Figure 1. Register map, names as in the netlist.
Bar = 20 um. Other sequential cells in the stronger grey, the rest of the logic in the fainter grey.
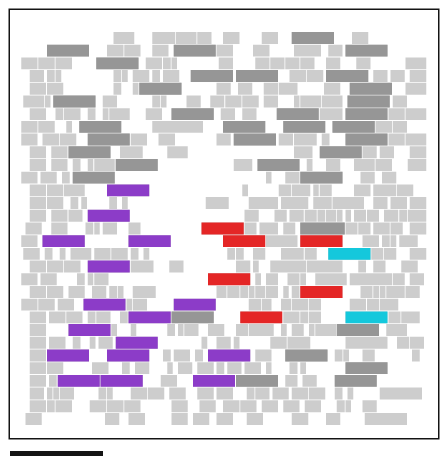
Figure 2. Routing congestion.
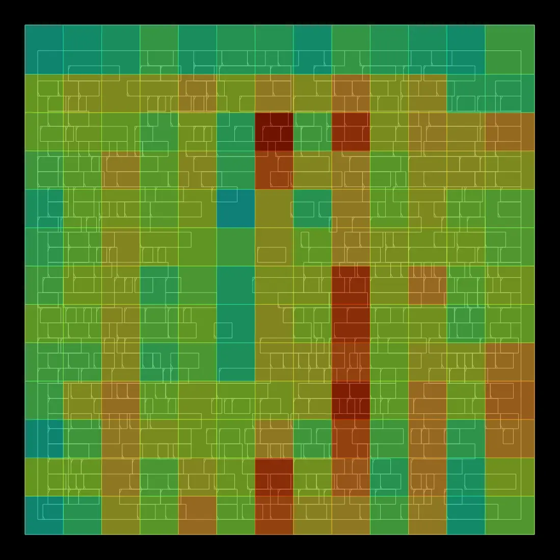
Figure 3. Routed metal, one colour a layer.
Bar = 20 um.
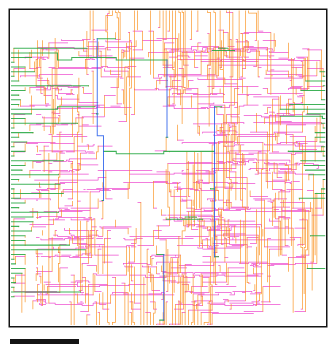
Figure 4. Placement by cell class.
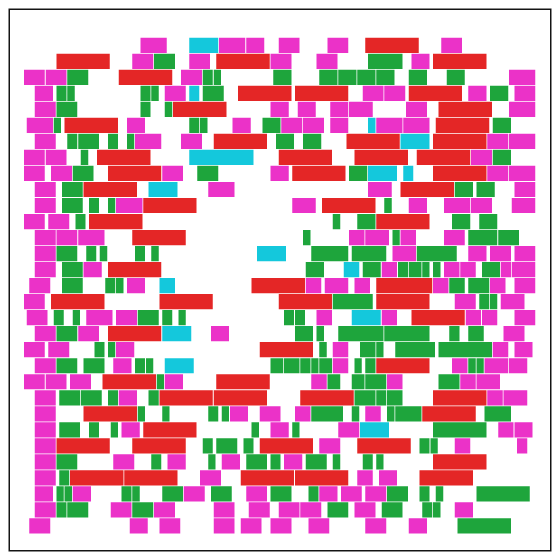
==> config.mk <==
export PLATFORM = sky130hd
export DESIGN_NAME = fishingrod_sched
export DESIGN_NICKNAME = d
export VERILOG_FILES = /design/src/rtl/fishingrod_pkg.sv /design/src/rtl/fishingrod_rr_arb.sv /design/src/rtl/fishingrod_sched.sv
export SDC_FILE = /design/constraint.sdc
export NUM_CORES = 1
export LEC_CHECK = 0
export CAP_MARGIN = 0
export CORE_MARGIN = 2
export CORE_UTILIZATION = 35
export DETAILED_ROUTE_END_ITERATION = 16
export PLACE_DENSITY_LB_ADDON = 0.25
export SYNTH_ARGS = -nofsm -noshare
export SYNTH_HDL_FRONTEND = slang
export SYNTH_SLANG_ARGS = --single-unit
==> constraint.sdc <==
create_clock -name ck -period 1.7 [get_ports ck]
set_clock_uncertainty 0.2 [all_clocks]
set_input_delay 0.255 -clock ck [delete_from_list [all_inputs] [get_ports ck]]
set_output_delay 0.255 -clock ck [all_outputs]
set_load 0.01 [all_outputs]
==> ci_impl_report.md <==
## PnR job results

| Metric | Value |
|---|---|
| Outcome | `finished, violations left` |
| Violated checks | `negative setup slack` |
| Sequential cell area | `0.00148 mm^2` |
| Synth top area share | `0.540` |
| Logic gate share of total power | `0.505` |
| Mapped Avg Cell Area | `11.0 um^2` |
| Multi-input gate area | `0.00127 mm^2` |
| Grt met1 use | `0.227` |
| Yosys warning tally | `0` |
| Slew @ Worst Pin | `0.532 ns` |
| Setup tns final | `-1.60 ns` |
| Clock share of power | `0.165` |
| Crit path DAT | `1.38 ns` |
| Placer Congestion | `0.776` |
| Yosys simple share | `0.0823` |
| Nets | `514` |
| CP max-delay cell | `dfrtp_1` |
| CP Launch Type | `flip-flop` |
| Routed Antenna Nets | `0` |
| Top cells, area | `dfrtp_1 54%, mux2i_1 13%, o21ai_0 6.7%` |
| Hold_buf cts | `2` |
| Initial antenna violation count | `0` |
| Critical Path Sink Type | `primary output` |
| Final setup fails | `49` |
| Slew margin rel. | `0.645` |
| Largest logic family | `AND-OR/OR-AND gates` |
| Register area share after synthesis | `0.549` |
| Most frequent cell after synthesis | `dfrtp_1` |
| MUX area fraction | `0.130` |
| Most used cell, CP | `inv_2` |
| Yosys xor share | `0.00651` |
| OpenROAD warnings | `33` |
| CLK BUF | `10` |
| Met3 routed WL | `576 um` |
| Sequential power share | `0.331` |
| Multi-input gates | `162` |
| Placed cell area | `0.00439 mm^2` |
| Cells after synthesis | `245` |
| Fmax | `545 MHz` |
| Worst min path class | `in -> reg` |
| Taps Inserted | `99` |
| Worst-path maximum fanout | `3` |
| Max clock buf depth | `2` |
| Most frequent cells after synthesis | `58 x dfrtp_1, 36 x nand2_1, 36 x o21ai_0` |
| Layout Cells excl Fill | `524` |
| Yosys cell count | `245` |
| Wire length on met1 | `3210 um` |
| Max Cap Viol | `0` |
| R2R depth | `5` |
| Critical path type | `reg -> out` |
| Int Power | `0.00465 W` |
| Flops | `59` |
| Die height | `91.7 um` |
| WL met2 | `3820 um` |
| Insertion Delay late pin | `0.33 ns` |
| Ys flops | `59` |
| Hold Vio Cnt, Final | `0` |
| Vias in the first global route | `2467` |
| Post-synth top area cell | `dfrtp_1` |
| Root buffer selected by CTS | `clkbuf_8` |
| Hold_ws | `0.124 ns` |
| First-pass GRT wire length | `12100 um` |
| DR iter-0 viols | `92` |
| Final Max Slew Viols | `0` |
| Max IR drop VDD | `0.562 mV` |
| Antenna cells | `0` |
| Die Size | `0.00840 mm^2` |
| Most frequent cells in the layout | `85 x clkdlybuf4s50_1, 58 x dfrtp_1, 36 x o21ai_0, 36 x dlygate4sd2_1` |
| Largest net degree at the start of global routing | `66` |
| Buf+Inv Stages, Crit Path | `4` |
| Final setup margin | `-0.135 ns` |
| Main flop type | `dfrtp_1` |
| Post-Place Worst Slack | `-0.499 ns` |
| Fillers | `573` |
| Hold path cells | `4` |
| Final min period | `1.83 ns` |
| Critical path required time | `1.24 ns` |
| CTS Sinks | `59` |
| Yosys stat chip area | `0.00269 mm^2` |
| Pre-antenna DRT Iters | `4` |
-- Figure 1 (at the start) --
- wd: red (sequential cells 6; where centre)
- dbg_state: cyan (sequential cells 2)
- core_key: purple (sequential cells 16)
- not coloured: 35
fin util: 0.656
seq pwr: 0.00242 W
Seq area share: 0.307

-- Figure 2 (at the start) --
M2 GR Usage: 0.297
global-route track usage on met3: 0.0600

-- Figure 3 (at the start) --
- met4: blue (wire length 134 um)
- met3: green (wire length 576 um)
- met2: orange (wire length 3820 um)
- met1: magenta (wire length 3210 um)
WL final: 7750 um
WL/cell: 14.8 um
via total after detailed routing: 2459
total track usage: 0.184

-- Figure 4 (at the start) --
- flip-flops: red (cells 59; share of their area 32%)
- other buffers and delay cells: magenta (cells 178; share of their area 37%)
- clock drivers and dummy loads: cyan (cells 15; share of their area 3.9%)
- all other logic: green (cells 173; share of their area 28%)
core area: 0.00733 mm^2
final instance area: 0.00481 mm^2
FP Rows: 31

No activity file was given, so power comes from the tool's default toggle rates.
